===== config.mk =====
export PLATFORM = sky130hd
export DESIGN_NAME = uart_tx_fifo
export DESIGN_NICKNAME = d
export VERILOG_FILES = /design/src/rtl/uart_tx_fifo.sv
export SDC_FILE = /design/constraint.sdc
export NUM_CORES = 1
export LEC_CHECK = 0
export ABC_AREA = 1
export CORE_ASPECT_RATIO = 0.6
export CORE_UTILIZATION = 35
export CTS_CLUSTER_DIAMETER = 200
export DETAILED_ROUTE_END_ITERATION = 8
export GPL_TIMING_DRIVEN = 1
export MAX_ROUTING_LAYER = met4
export SETUP_SLACK_MARGIN = 0.2
export SYNTH_ARGS = -nofsm -noshare
export SYNTH_HDL_FRONTEND = slang
export SYNTH_SLANG_ARGS = --single-unit

===== constraint.sdc =====
create_clock -name clk -period 3.34 [get_ports clk]
set_input_delay 0.835 -clock clk [delete_from_list [all_inputs] [get_ports clk]]
set_output_delay 0.835 -clock clk [all_outputs]
set_load 0.01 [all_outputs]

===== src/rtl/uart_tx_fifo.sv =====
`default_nettype none
// ============================================================================
// Module   : uart_tx_fifo
// Brief    : Circular byte FIFO that feeds uart_tx one byte at a time using a
//            start-pulse / done-tick handshake.
// Revision : 1.0 - initial release
// ============================================================================
module uart_tx_fifo #(
    parameter int DATA_WIDTH = 8,
    parameter int ADDR_WIDTH = 4
) (
    input  logic                  clk,
    input  logic                  reset,
    input  logic                  wr_en,
    input  logic [DATA_WIDTH-1:0] wr_data,
    input  logic                  clr_overflow,
    output logic                  full,
    output logic                  empty,
    output logic [ADDR_WIDTH:0]   count,
    output logic                  overflow,
    output logic                  tx_start,
    output logic [DATA_WIDTH-1:0] tx_data,
    input  logic                  tx_done_tick,
    output logic                  tx_busy
);

    localparam int                  c_depth      = 2 ** ADDR_WIDTH;
    localparam logic [ADDR_WIDTH:0] c_full_count = {1'b1, {ADDR_WIDTH{1'b0}}};
    localparam logic [ADDR_WIDTH:0] c_cnt_one    = (ADDR_WIDTH + 1)'(1);
    localparam logic [ADDR_WIDTH-1:0] c_ptr_one  = ADDR_WIDTH'(1);

    localparam logic [0:0] c_st_idle = 1'b0;
    localparam logic [0:0] c_st_wait = 1'b1;

    logic [DATA_WIDTH-1:0] r_mem [0:c_depth-1];
    logic [ADDR_WIDTH-1:0] r_wr_ptr;
    logic [ADDR_WIDTH-1:0] r_rd_ptr;
    logic [ADDR_WIDTH:0]   r_count;
    logic                  r_overflow;
    logic [0:0]            r_state;
    logic                  r_tx_start;
    logic [DATA_WIDTH-1:0] r_tx_data;
    logic                  r_tx_busy;

    logic                  w_full;
    logic                  w_empty;
    logic                  w_push;
    logic                  w_pop;
    logic [0:0]            w_state_next;
    logic                  w_start_next;
    logic                  w_busy_next;

    // full/empty come from the count held at the start of the cycle, so a
    // write into a full FIFO is dropped even when a pop happens alongside it.
    assign w_full  = (r_count == c_full_count);
    assign w_empty = (r_count == '0);
    assign w_push  = wr_en && !w_full;

    always_comb begin
        w_state_next = r_state;
        w_pop        = 1'b0;
        w_start_next = 1'b0;
        w_busy_next  = r_tx_busy;
        case (r_state)
            c_st_idle: begin
                if (!w_empty) begin
                    w_pop        = 1'b1;
                    w_start_next = 1'b1;
                    w_busy_next  = 1'b1;
                    w_state_next = c_st_wait;
                end
            end
            c_st_wait: begin
                if (tx_done_tick) begin
                    w_busy_next  = 1'b0;
                    w_state_next = c_st_idle;
                end
            end
            default: w_state_next = c_st_idle;
        endcase
    end

    always_ff @(posedge clk) begin
        if (reset) begin
            r_state <= c_st_idle;
        end else begin
            r_state <= w_state_next;
        end
    end

    always_ff @(posedge clk) begin
        if (w_push) begin
            r_mem[r_wr_ptr] <= wr_data;
        end
    end

    always_ff @(posedge clk) begin
        if (reset) begin
            r_wr_ptr <= '0;
            r_rd_ptr <= '0;
            r_count  <= '0;
        end else begin
            if (w_push) begin
                r_wr_ptr <= r_wr_ptr + c_ptr_one;
            end
            if (w_pop) begin
                r_rd_ptr <= r_rd_ptr + c_ptr_one;
            end
            case ({w_push, w_pop})
                2'b10:   r_count <= r_count + c_cnt_one;
                2'b01:   r_count <= r_count - c_cnt_one;
                default: r_count <= r_count;
            endcase
        end
    end

    // A dropped write beats a simultaneous clear.
    always_ff @(posedge clk) begin
        if (reset) begin
            r_overflow <= 1'b0;
        end else if (wr_en && w_full) begin
            r_overflow <= 1'b1;
        end else if (clr_overflow) begin
            r_overflow <= 1'b0;
        end
    end

    always_ff @(posedge clk) begin
        if (reset) begin
            r_tx_start <= 1'b0;
            r_tx_data  <= '0;
            r_tx_busy  <= 1'b0;
        end else begin
            r_tx_start <= w_start_next;
            r_tx_busy  <= w_busy_next;
            if (w_pop) begin
                r_tx_data <= r_mem[r_rd_ptr];
            end
        end
    end

    assign full     = w_full;
    assign empty    = w_empty;
    assign count    = r_count;
    assign overflow = r_overflow;
    assign tx_start = r_tx_start;
    assign tx_data  = r_tx_data;
    assign tx_busy  = r_tx_busy;

endmodule
`default_nettype wire


### Clock network drawn from the DEF, run 1

(3 px per um)
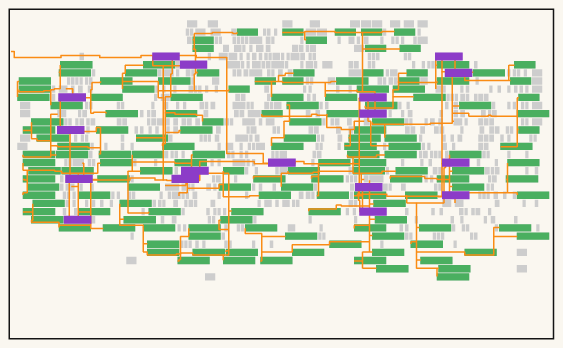
[green] flip-flops | count: 153
[orange] clock wires | length: 2020 um
[purple] cells driving clock nets | count: 17
routed clock nets: 18

### Clock wiring as the flow saved it, run 1

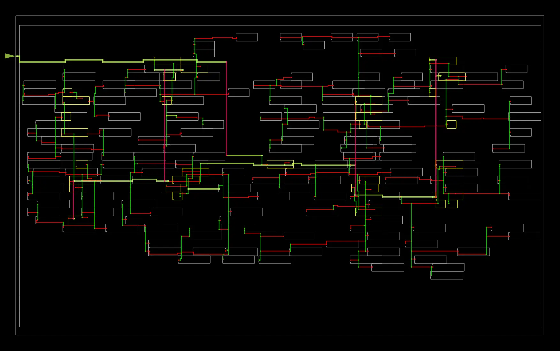
clock skew: 0.00713 ns
Clk. pwr: 1850 uW
clk_lat worst skew: 0.43 ns
TritonCTS Buffers: 17

### The metal 2 layer, run 1

(3 px per um)
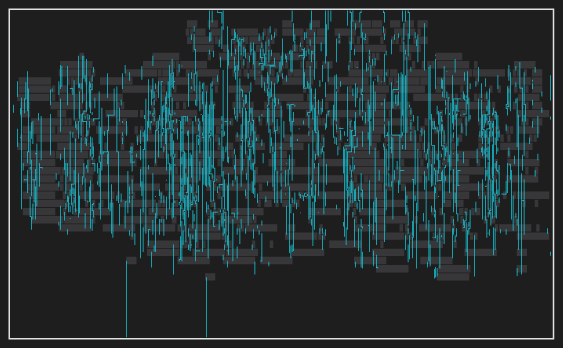
main direction: vertical
nets with wire on the layer: 503
share of all routed wire: 39%

==> impl_metrics.py, run 1 <==
# Physical implementation metrics
metrics = {
    "worst_hold_path": {
        "hp-start": "overflow",
        "min_to": "overflow",
    },
    "layout": {
        "layout_top_cell": "nand2_1",
        "stdcell_count": 975,
        "ff_count": 153,
        "antennaDiodeCount": 0,
        "drive_gt1_frac": 0.0830,
        "clockNetworkAreaShare": 0.0723,
        "syn2layout_area_growth_pct": 15.9,
        "seq_area_frac": 0.558,
        "seq_area_mm2": 0.00435,
    },
    "route": {
        "wl_per_cell_um": 16.3,
        "num_vias": 4616,
        "first_pass_iters": 5,
    },
    "logic_synthesis": {
        "ys_types": 23,
        "ys_sh_xor": 0.00782,
        "synth_flops": 153,
    },
    "timing": {
        "max_slew.worst_pin.slew_ns": 0.915,
    },
    "floorplanning": {
        "floorplan.core_util": 0.364,
    },
    "power": {
        "cellLeakagePower_uw": 0.00329,
        "p_sw_uw": 2070,
        "p_seq_uw": 2260,
        "p_clk_frac": 0.316,
        "p_comb_uw": 1750,
    },
    "setup_path": {
        "end_kind": "primary output",
    },
    "placement": {
        "dp_cells": 943,
    },
    "cts": {
        "clockBufferDepth": 2,
    },
    "grt": {
        "met2_usage": 0.245,
        "gr-max-usage-layer": "met1",
    },
    "status": {
        "status": "finished clean",
    },
    "flow_run": {
        "warnings": 30,
    },
}
==> run 1: synthesized netlist by cell type, drive strengths merged <==
library cell	instances	share of area
a21boi	1	0.0011
a21oi	12	0.0089
buf	29	0.029
dfxtp	25	0.074
edfxtp	128	0.57
ha	9	0.017
inv	98	0.055
nand2	235	0.13
nand3	95	0.071
nand3b	1	0.0011
nand4	2	0.0019
nor2	40	0.022
nor3b	1	0.0019
o21ai	6	0.0045
o21bai	1	0.0011
xnor2	1	0.0013
xor2	5	0.0065
==> run 1: worst min-delay path: stages (launching register included) <==
cell and delay, ns:
dfxtp_1 0.31, nand2_1 0.06, a21oi_1 0.05
==> run 1: registers in the layout, summed over array words and instances (netlist names) <==
signal and cells:
r_mem 128, tx_data 8, count 5, r_rd_ptr 4, r_wr_ptr 4, overflow 1, r_state 1, tx_busy 1
tx_start 1
==> run 2: changes to the inputs <==
==> constraint.sdc (replaced) <==
create_clock -name clk -period 2.3 [get_ports clk]
set_input_delay 0.575 -clock clk [delete_from_list [all_inputs] [get_ports clk]]
set_output_delay 0.575 -clock clk [all_outputs]
set_load 0.01 [all_outputs]
### Clock wiring as the flow saved it, run 2

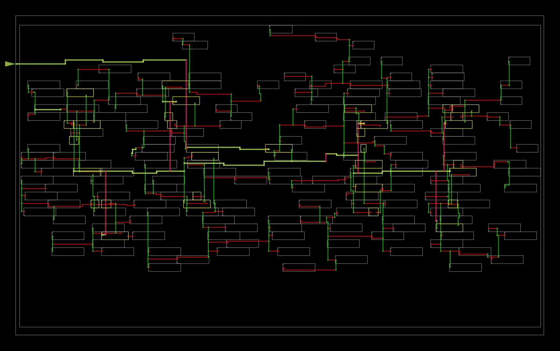
clk_lat worst skew: 0.42 ns
clock skew: 0.00997 ns

### Clock network drawn from the DEF, run 2

(3 px per um)
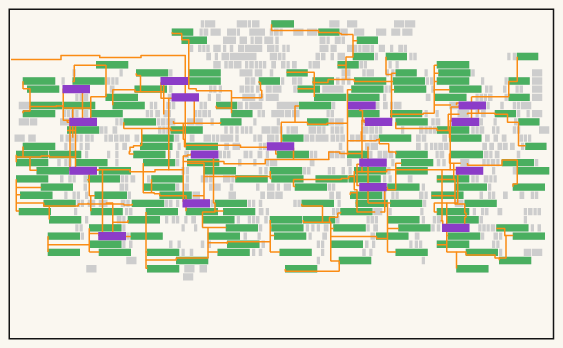
[green] flip-flops | count: 153
[purple] cells driving clock nets | count: 17
[orange] clock wires | length: 1930 um
routed clock nets: 18

==> impl_metrics.py, run 2 <==
# Physical implementation metrics
metrics = {
    "logic_synthesis": {
        "synth-cells-yosys": 689,
        "top_cell": "nand2_1",
        "ys_chip_area_mm2": 0.00672,
        "ys_sh_xor": 0.00782,
        "top_cells_by_count": "nand2_1 (232), edfxtp_1 (128), nand3_1 (95)",
        "ff_type": "edfxtp_1",
        "async_flop_share": 0,
        "area_leaders": "edfxtp_1 (57%), nand2_1 (13%), dfxtp_1 (7.4%)",
        "fa_ha_area_frac": 0.0168,
        "synth-edff-count": 128,
        "synth_flops": 153,
        "top_area_cell": "edfxtp_1",
        "ys_types": 23,
    },
    "layout": {
        "logic_gates": 409,
        "regMostFlops": "r_mem",
        "seq_area_frac": 0.543,
        "stdcell_count": 1000,
        "layout_top_cell": "nand2_1",
        "largest_reg_flops": 128,
        "syn2layout_area_growth_pct": 19.3,
        "antennaDiodeCount": 0,
        "seq_area_mm2": 0.00435,
        "clockNetworkAreaShare": 0.0680,
    },
    "cts": {
        "clockBufferDepth": 2,
        "cts_made_buffers": 17,
        "postCtsSetupBuffers": 1,
    },
    "placement": {
        "dp_cells": 966,
    },
    "grt": {
        "gr-max-usage-layer": "met2",
        "met1_usage": 0.230,
        "met2_usage": 0.239,
    },
    "route": {
        "num_vias": 4652,
        "first_pass_iters": 5,
        "routed-wl-met3_mm": 1.25,
        "wl_per_cell_um": 15.3,
    },
    "timing": {
        "max_slew.worst_pin.slew_ns": 0.676,
        "hold_viol": 0,
        "fin_hold_ws_ns": 0.477,
    },
    "flow_run": {
        "warnings": 31,
    },
    "status": {
        "status": "finished clean",
    },
    "floorplanning": {
        "floorplan.core_util": 0.364,
        "die_area_mm2": 0.0198,
    },
    "power": {
        "cellLeakagePower_uw": 0.00341,
    },
}
### Cell classes on the final placement, run 2

(3 px per um) Fill, decap, tap and diode cells in gray.
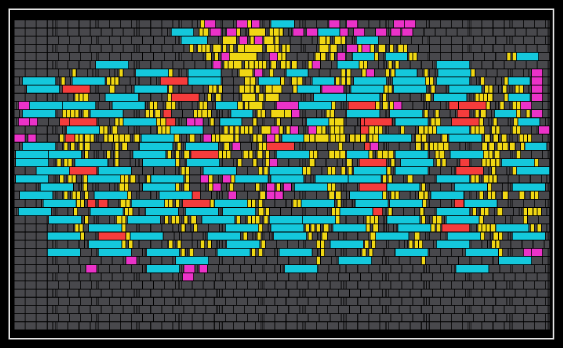
| color | class | cells | share of their area |
|---|---|---|---|
| yellow | all other logic | 507 | 29% |
| red | clock drivers and dummy loads | 32 | 7.1% |
| magenta | other buffers and delay cells | 68 | 7.9% |
| cyan | flip-flops | 153 | 56% |

## run 2: cell types whose count changed in the layout (fill, tap and decap cells not counted), sizes merged
cell / change
inv: -2
clkinvlp: +4
clkdlybuf4s50: -2
buf: +25
clkbuf: -1
dlygate4sd2: +2
clkinv: -1
## run 2: report_power, final
group	switching (uW)	leakage [uW]	internal [uW]
clock network	1200	0.000256	1400
logic	1720	0.00179	1030
registers	92.7	0.00136	3190
## run 2: path summary, 6_finish.rpt
path                  from  endpoint  slack [ns]  depth (start not counted)
hold reg to reg   overflow  overflow        0.48                          2
setup / recovery  count[1]  count[1]        0.27                          2
setup reg to reg  count[3]  count[4]        0.31                         15
hold / removal    overflow  overflow        0.48                          2
## run 2: tightest hold or removal path: stages (launching register included)
cell and delay (ns):
dfxtp_1 0.31, nand2_1 0.06, a21oi_1 0.06
==> run 3: changes to the inputs <==
--- a/config.mk
+++ b/config.mk
@@ -13,6 +13,7 @@
 export GPL_TIMING_DRIVEN = 1
 export MAX_ROUTING_LAYER = met4
 export SETUP_SLACK_MARGIN = 0.2
+export SKIP_CTS_REPAIR_TIMING = 1
 export SYNTH_ARGS = -nofsm -noshare
 export SYNTH_HDL_FRONTEND = slang
 export SYNTH_SLANG_ARGS = --single-unit
### The metal 2 layer, run 3

(3 px per um)
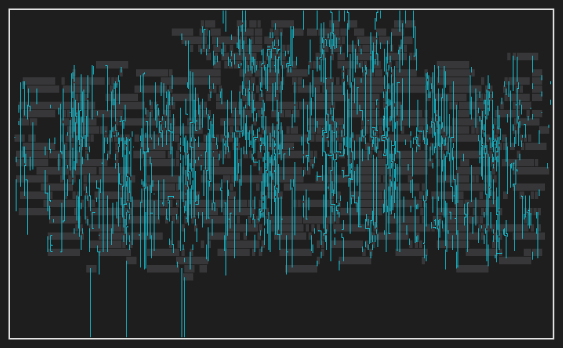
main direction: vertical
nets with wire on the layer: 517
longest straight run: 45.9 um
wire length on this layer: 6470 um

### Cell classes on the final placement, run 3

(3 px per um) Fill, decap, tap and diode cells in gray.
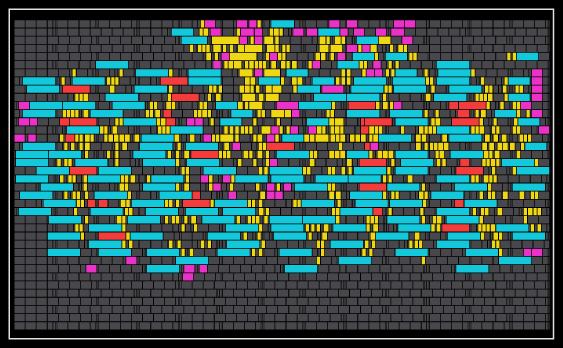
| color | class | cells | share of their area |
|---|---|---|---|
| yellow | all other logic | 507 | 29% |
| magenta | other buffers and delay cells | 71 | 8.2% |
| cyan | flip-flops | 153 | 56% |
| red | clock drivers and dummy loads | 32 | 7.0% |

==> impl_metrics.py, run 3 <==
# Physical implementation metrics
metrics = {
    "setup_path": {
        "cp_num_cells": 2,
        "setup.worst_path.end": "count[0]",
        "r2r_end": "count[4]",
        "reg2reg_from": "count[3]",
        "end_kind": "primary output",
        "cp_num_buf_inv": 2,
        "startpoint": "count[0]",
        "r2r_slack_ns": 0.25,
    },
    "power": {
        "cellLeakagePower_uw": 0.00345,
        "p_clk_frac": 0.298,
        "switching_share": 0.349,
        "p_sw_uw": 3040,
        "power_frac_comb": 0.326,
        "seqPwrFrac": 0.377,
    },
    "logic_synthesis": {
        "ys_chip_area_mm2": 0.00672,
        "ys_types": 23,
        "async_flop_share": 0,
        "top_cells_by_count": "nand2_1 (232), edfxtp_1 (128), nand3_1 (95)",
        "synth-cells-yosys": 689,
        "top_cell": "nand2_1",
        "area_leaders": "edfxtp_1 (57%), nand2_1 (13%), dfxtp_1 (7.4%)",
        "top_area_cell": "edfxtp_1",
    },
    "layout": {
        "layout_top_cell": "nand2_1",
        "drive_gt1_frac": 0.126,
        "antennaDiodeCount": 0,
        "stdcell_count": 1003,
        "largest_reg_flops": 128,
        "syn2layout_area_growth_pct": 20.1,
    },
    "route": {
        "first_pass_iters": 5,
        "num_vias": 4673,
        "wl_per_cell_um": 15.3,
    },
    "placement": {
        "dp_cells": 966,
    },
    "worst_hold_path": {
        "min_to": "overflow",
        "min_path_cells": 2,
        "hp-start": "overflow",
    },
    "flow_run": {
        "warnings": 31,
    },
    "grt": {
        "met2_usage": 0.240,
        "met1_usage": 0.229,
        "gr-max-usage-layer": "met2",
    },
    "timing": {
        "hold_viol": 0,
        "fin_hold_ws_ns": 0.473,
    },
    "floorplanning": {
        "floorplan.core_util": 0.364,
        "row_count": 38,
    },
    "cts": {
        "cts_made_buffers": 17,
        "clock_latency_ns": 0.42,
        "clockBufferDepth": 2,
    },
    "status": {
        "status": "finished clean",
    },
}
### Clock wiring as the flow saved it, run 3

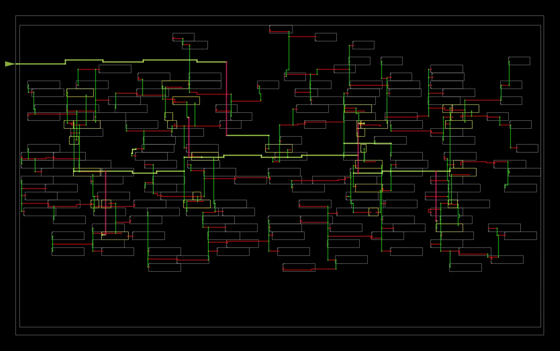
clk sink count: 153
CLK BUF: 18
clock skew: 0.0108 ns

-- run 3: power by group through the flow --
| stage | clock network (uW) | registers, uW | logic (uW) |
|---|---|---|---|
| 6_report | 2600 | 3290 | 2840 |
| 5_1_grt | 2750 | 3310 | 3200 |
| 4_1_cts | 2650 | 3280 | 2730 |
| 3_5_place_dp | 0 | 3340 | 2720 |
| 3_3_place_gp | 0 | 3330 | 2710 |
| 2_1_floorplan | 0 | 3380 | 1850 |
-- run 3: final cells by class --
cell class | instances | area [um^2] | share of cell area
Timing Repair Buffer | 71 | 638 | 0.0790
Inverter | 98 | 370 | 0.0459
Sequential cell | 153 | 4350 | 0.539
Multi-Input combinational cell | 409 | 1870 | 0.231
Tap cell | 240 | 300 | 0.0372
Clock inverter | 14 | 116 | 0.0144
Clock buffer | 18 | 429 | 0.0532
No activity file was given, so power comes from the tool's default toggle rates.
